File: config.mk
export PLATFORM = sky130hd
export DESIGN_NAME = param_sync_fifo
export DESIGN_NICKNAME = d
export VERILOG_FILES = /design/src/rtl/param_sync_fifo.sv
export SDC_FILE = /design/constraint.sdc
export NUM_CORES = 1
export LEC_CHECK = 0
export CAP_MARGIN = 20
export CORE_ASPECT_RATIO = 0.6
export CORE_UTILIZATION = 45
export CTS_CLUSTER_SIZE = 24
export DETAILED_ROUTE_END_ITERATION = 16
export RECOVER_POWER = 100
export SKIP_CTS_REPAIR_TIMING = 1
export SLEW_MARGIN = 10
export SYNTH_ARGS = -nofsm -noshare
export SYNTH_HDL_FRONTEND = slang
export SYNTH_SLANG_ARGS = --single-unit
File: constraint.sdc
create_clock -name clk -period 4.15 [get_ports clk]
set_clock_uncertainty 0.2 [all_clocks]
set_input_delay 0.415 -clock clk [delete_from_list [all_inputs] [get_ports clk]]
set_output_delay 0.415 -clock clk [all_outputs]
set_load 0.02 [all_outputs]
File: src/rtl/param_sync_fifo.sv
// Single-clock parametrised FIFO with occupancy count, almost-full/empty flags and ovf/udf pulses.
// Define PARAM_SYNC_FIFO_FWFT_EN for first-word fall-through reads; default is a 1-cycle registered read.
module param_sync_fifo #(
  parameter int DATA_W   = 8,
  parameter int DEPTH    = 16,
  parameter int AF_LEVEL = DEPTH - 2,
  parameter int AE_LEVEL = 2,
  localparam int CNT_W   = $clog2(DEPTH + 1)
) (
  input  logic              clk,
  input  logic              rst,
  input  logic              winc,
  input  logic [DATA_W-1:0] wdata,
  input  logic              rinc,
  output logic [DATA_W-1:0] rdata,
  output logic              full,
  output logic              empty,
  output logic              almost_full,
  output logic              almost_empty,
  output logic [CNT_W-1:0]  count,
  output logic              ovf,
  output logic              udf
);

  localparam int AW = $clog2(DEPTH);

  logic [DATA_W-1:0] mem [DEPTH];
  logic [AW-1:0]     wptr_reg, rptr_reg;
  logic [CNT_W-1:0]  count_reg, count_next;
  logic              full_reg, empty_reg, almost_full_reg, almost_empty_reg;
  logic              ovf_reg, udf_reg;
  logic              we, re;

  assign we = winc & ~full_reg;
  assign re = rinc & ~empty_reg;

  always_comb begin
    count_next = count_reg;
    if (we && !re)
      count_next = count_reg + CNT_W'(1);
    else if (re && !we)
      count_next = count_reg - CNT_W'(1);
  end

  // Flags are computed from count_next so they track count exactly.
  always_ff @(posedge clk or posedge rst) begin
    if (rst) begin
      wptr_reg         <= '0;
      rptr_reg         <= '0;
      count_reg        <= '0;
      full_reg         <= 1'b0;
      empty_reg        <= 1'b1;
      almost_full_reg  <= 1'b0;
      almost_empty_reg <= 1'b1;
      ovf_reg          <= 1'b0;
      udf_reg          <= 1'b0;
    end else begin
      if (we)
        wptr_reg <= wptr_reg + AW'(1);
      if (re)
        rptr_reg <= rptr_reg + AW'(1);
      count_reg        <= count_next;
      full_reg         <= (count_next == CNT_W'(DEPTH));
      empty_reg        <= (count_next == '0);
      almost_full_reg  <= (count_next >= CNT_W'(AF_LEVEL));
      almost_empty_reg <= (count_next <= CNT_W'(AE_LEVEL));
      ovf_reg          <= winc & full_reg;
      udf_reg          <= rinc & empty_reg;
    end
  end

  // Storage array is deliberately left unreset so it maps onto block RAM.
  always_ff @(posedge clk) begin
    if (we)
      mem[wptr_reg] <= wdata;
  end

`ifdef PARAM_SYNC_FIFO_FWFT_EN
  // Head word falls through; hold_reg keeps the last popped word for the empty case.
  logic [DATA_W-1:0] hold_reg;

  always_ff @(posedge clk or posedge rst) begin
    if (rst)
      hold_reg <= '0;
    else if (re)
      hold_reg <= mem[rptr_reg];
  end

  assign rdata = empty_reg ? hold_reg : mem[rptr_reg];
`else
  logic [DATA_W-1:0] rdata_reg;

  always_ff @(posedge clk or posedge rst) begin
    if (rst)
      rdata_reg <= '0;
    else if (re)
      rdata_reg <= mem[rptr_reg];
  end

  assign rdata = rdata_reg;
`endif

  assign full         = full_reg;
  assign empty        = empty_reg;
  assign almost_full  = almost_full_reg;
  assign almost_empty = almost_empty_reg;
  assign count        = count_reg;
  assign ovf          = ovf_reg;
  assign udf          = udf_reg;

endmodule

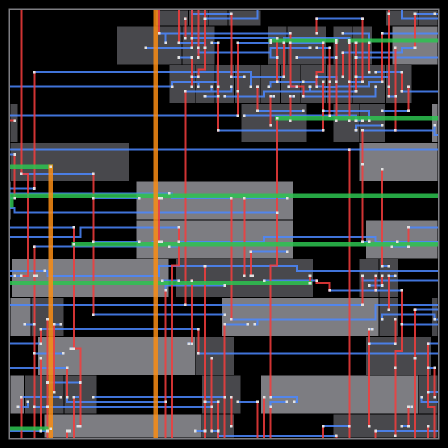
Run 1: layout detail
Region (62, 50) to (92, 80) microns. Cells in gray, sequential cells in the stronger gray; small squares are vias.
color	layer
red	met2
orange	met4
blue	met1
green	met3
sequential cells in the window	8
cells with their middle in the window	41
most frequent	edfxtp_1 (7), nand2_1 (6)
netlist names of flops here include	mem (7), rptr_reg (1)

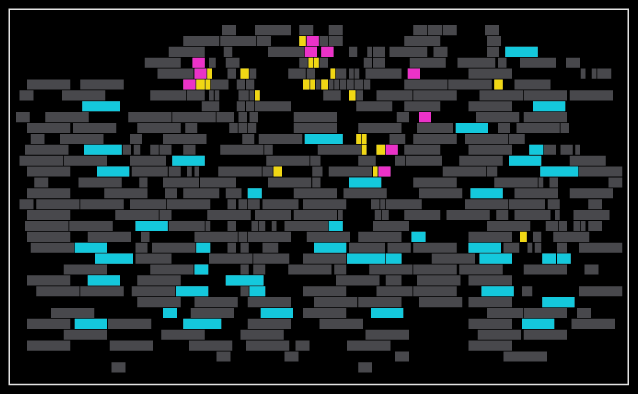
Run 1: gate-type map
Drawn at 4 px/micron.
color	family	cells	most used
magenta	XOR/XNOR gates	10	xnor2_1
yellow	NAND gates	21	nand2_1
cyan	multiplexers	40	mux4_2

==> results.json, run 1 <==
{
  "synth.avg_cell_area_sq_um": 18.4,
  "cp.arrival_ps": 3180,
  "top_usage_layer": "met1",
  "fin_setup_tns_ps": 0,
  "cap_violations": 1,
  "fmax_mhz": 320,
  "p_total_mw": 5.06,
  "path_class": "reg -> reg",
  "synthFlopType": "edfxtp_1",
  "common_cells": "edfxtp_1 (128), dfrtp_1 (25), mux4_2 (21)",
  "cp_data_required_time_ps": 4210,
  "violations": "max-capacitance violations, max-slew violations",
  "cts_sinks": 155,
  "yosysTopAreaCell": "edfxtp_1",
  "grt_pass1_wl_mm": 19.6,
  "design_area_sq_um": 7260,
  "synth-adder-area-share_pct": 1.40,
  "area_leaders": "edfxtp_1 (61%), dfrtp_1 (10%), mux4_2 (7.5%)",
  "critPathMaxStageDelay_ps": 1330,
  "drv_slew": 28,
  "peakVddDrop_v": 0.000321,
  "status": "finished, violations left",
  "crit_chain": "buf_4 -> mux4_2 -> a2111oi_0 -> a311oi_1",
  "cp_max_fo": 27,
  "pwr-share-comb_pct": 26.2,
  "vias_per_cell": 5.56,
  "drt-initial-drc-count": 203,
  "synth_chip_area_sq_um": 6270,
  "worstSetupPathDepth": 4,
  "cts_tree": "yes",
  "fin_cells": 561,
  "cp_slowest_cell": "dfrtp_1",
  "warning_count": 30,
  "cts_buffers": 17,
  "fin_crit_sh_pct": 75.3,
  "insertion_delay_ps": 420,
  "antenna_found_initial": 0,
  "yosysTopAreaCellShare_pct": 61.3,
  "pin_count": 31
}
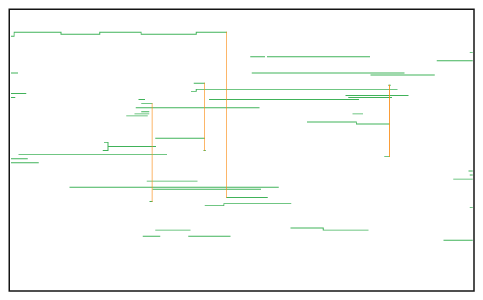
Run 1: signal wires by layer
Drawn at 3 px/micron. Two of the layers only.
color	layer	wire length
orange	met4	134 microns
green	met3	799 microns

## run 1: layout make-up
cell class / count / area [sq um]
Clock inverter: 15 / 150
Tap cell: 170 / 213
Sequential cell: 155 / 4520
Multi-Input combinational cell: 163 / 1590
Clock buffer: 17 / 425
Fill cell: 1035 / 5950
Inverter: 6 / 22.5
Timing Repair Buffer: 35 / 334
## run 1: final timing paths
check | to
setup / recovery | rdata[7]$_DFFE_PP0P_
hold / removal | ovf$_DFF_PP0_
setup reg to reg | rdata[7]$_DFFE_PP0P_
hold reg to reg | ovf$_DFF_PP0_
max in group asynchronous | rdata[2]$_DFFE_PP0P_
min in group asynchronous | rdata[3]$_DFFE_PP0P_
## run 1: worst register-to-register path, stage by stage (launching register included)
cell and delay [ps]:
dfrtp_1 1330, buf_4 380, mux4_2 530, a2111oi_0 440, a311oi_1 90
Run 1, M1 wires:
Drawn at 3 px/micron. Supply wires on this layer in gray.
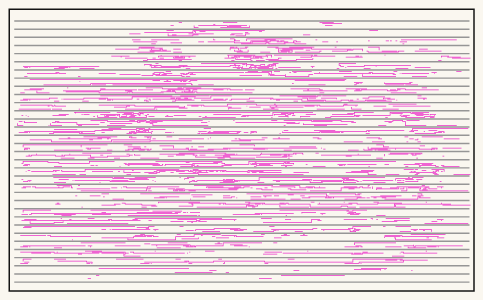

==> run 1 -> run 2 <==
==> constraint.sdc (replaced) <==
create_clock -name clk -period 3.2 [get_ports clk]
set_clock_uncertainty 0.2 [all_clocks]
set_input_delay 0.32 -clock clk [delete_from_list [all_inputs] [get_ports clk]]
set_output_delay 0.32 -clock clk [all_outputs]
set_load 0.02 [all_outputs]
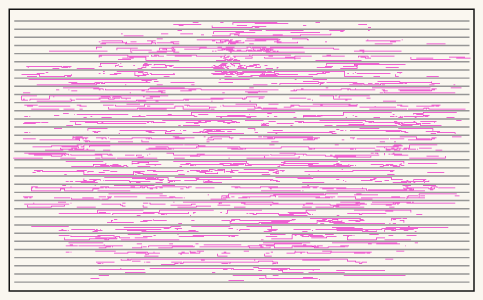
Run 2: M1 wires
Drawn at 3 px/micron. Supply wires on this layer in gray.
main direction	horizontal
nets with wire on the layer	373
longest straight run	72.2 microns
wire length on this layer	6300 microns

==> results.json, run 2 <==
{
  "status": "completed",
  "cts_tree": "yes",
  "synthFlopType": "edfxtp_1",
  "cp_slowest_cell": "dfrtp_2",
  "path_class": "reg -> reg",
  "crit_end": "rdata[7]$_DFFE_PP0P_",
  "yosysTopAreaCellShare_pct": 61.3,
  "drt-initial-drc-count": 326,
  "area_leaders": "edfxtp_1 (61%), dfrtp_1 (10%), mux4_2 (7.5%)",
  "top_usage_layer": "met1",
  "crit_chain": "clkbuf_2 -> mux4_2 -> a2111oi_0 -> a311oi_1",
  "buffers": 38,
  "clock_area_share_pct": 7.85,
  "largestClassByArea": "flip-flops and latches",
  "clkbuf_count": 23,
  "pin_count": 31,
  "cts_buffers": 17,
  "fin_crit_sh_pct": 84.7,
  "bufAreaShareNonClock_pct": 4.93,
  "regArea_sq_um": 4520,
  "sh_comb_area_pct": 21.9,
  "critPathMaxStageDelay_ps": 730,
  "cp_data_required_time_ps": 3240,
  "synth-adder-area-share_pct": 1.40,
  "comb_cells": 163,
  "drv_slew": 0,
  "synth.avg_cell_area_sq_um": 18.4,
  "insertion_delay_ps": 410,
  "common_cells": "edfxtp_1 (128), dfrtp_1 (25), mux4_2 (21)"
}
[run 2: cell types whose count changed in the layout (fill, tap and decap cells not counted), moves of 2 or more]
cell	delta
bufinv_16	+3
clkbuf_1	+8
clkinv_2	+2
clkinv_4	-2
clkinvlp_4	+2
inv_6	-5
inv_8	-6
[run 2: cell families (layout without fill, tap and decap cells)]
family | after synthesis | count (layout)
compound gates | 32 | 32
xor+xnor | 10 | 10
fa+ha+maj | 7 | 7
buf+inv | 23 | 76
flops | 155 | 155
mux | 40 | 40
simple gates | 74 | 74
[run 2: through the flow]
step / setup WS (ps) / power, mW
final: 489 / 6.63
after global routing: 312 / 6.94
after CTS: 581 / 6.73
after detailed placement: 592 / 4.77
after global placement: 575 / 4.76
after floorplan: 1150 / 4.15
Run 2, gate-type map:
Drawn at 4 px/micron.
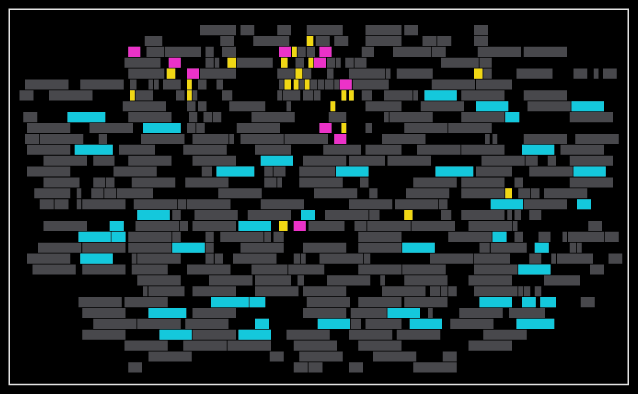

==> run 2 -> run 3 <==
==> constraint.sdc (replaced) <==
create_clock -name clk -period 2.5 [get_ports clk]
set_clock_uncertainty 0.2 [all_clocks]
set_input_delay 0.25 -clock clk [delete_from_list [all_inputs] [get_ports clk]]
set_output_delay 0.25 -clock clk [all_outputs]
set_load 0.02 [all_outputs]
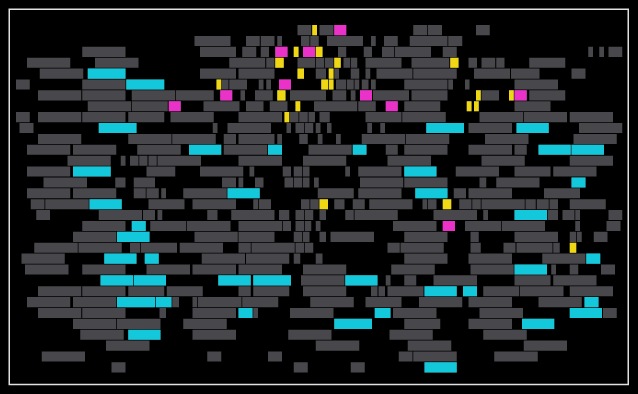
Run 3: gate-type map
Drawn at 4 px/micron.
color	family	cells	most used
cyan	multiplexers	40	mux4_2
magenta	XOR/XNOR gates	10	xnor2_1
yellow	NAND gates	21	nand2_1

==> results.json, run 3 <==
{
  "yosysTopAreaCell": "edfxtp_1",
  "whs_endpoint": "udf$_DFF_PP0_",
  "cp_slowest_cell": "dfrtp_2",
  "cp_max_fo": 11,
  "cp.arrival_ps": 2380,
  "common_cells": "edfxtp_1 (128), dfrtp_1 (25), mux4_2 (21)",
  "yosysTopAreaCellShare_pct": 61.3,
  "pwr-share-comb_pct": 28.0,
  "design_area_sq_um": 7500,
  "fin_cells": 590,
  "synth_chip_area_sq_um": 6270,
  "synthFlopType": "edfxtp_1",
  "post-place-ws_ps": 63.7,
  "crit_end": "rdata[1]$_DFFE_PP0P_",
  "violations": "max-capacitance violations, max-slew violations",
  "cts_tree": "yes",
  "area_leaders": "edfxtp_1 (61%), dfrtp_1 (10%), mux4_2 (7.5%)",
  "critPathMaxStageDelay_ps": 600,
  "path_class": "reg -> reg",
  "setup_ws_ps": 174,
  "drv_slew": 28,
  "synth-adder-area-share_pct": 1.40,
  "worstSetupPathDepth": 4,
  "status": "finished, violations left",
  "grt_pass1_wl_mm": 19.5,
  "warning_count": 30,
  "cap_violations": 1,
  "pin_count": 31
}
[run 3: cell count changes in the layout (fill, tap and decap cells not counted), sizes merged]
cell           change
clkbuf            +19
buf                +3
clkinv             +3
bufinv             +2
clkdlybuf4s50      +2
dlygate4sd3        -2
clkinvlp           -1
[run 3: per-layer routing]
metal	up-vias	track usage, %	routed length [microns]
met5	-	0	0
met4	0	6.35	80
met3	8	5.19	864
met2	92	25.3	5180
met1	1602	30.7	6340
li1	1489	-	-
[run 3: final cells by class]
cell class,instances,area (sq um)
clock buffers,19,433
clock inverters,13,219
fillers,1017,5710
inverters,6,22.5
multi-input cells,163,1600
flip-flops and latches,155,4520
well taps,170,213
repair buffers,64,490
Power and IR drop assume default switching activity.
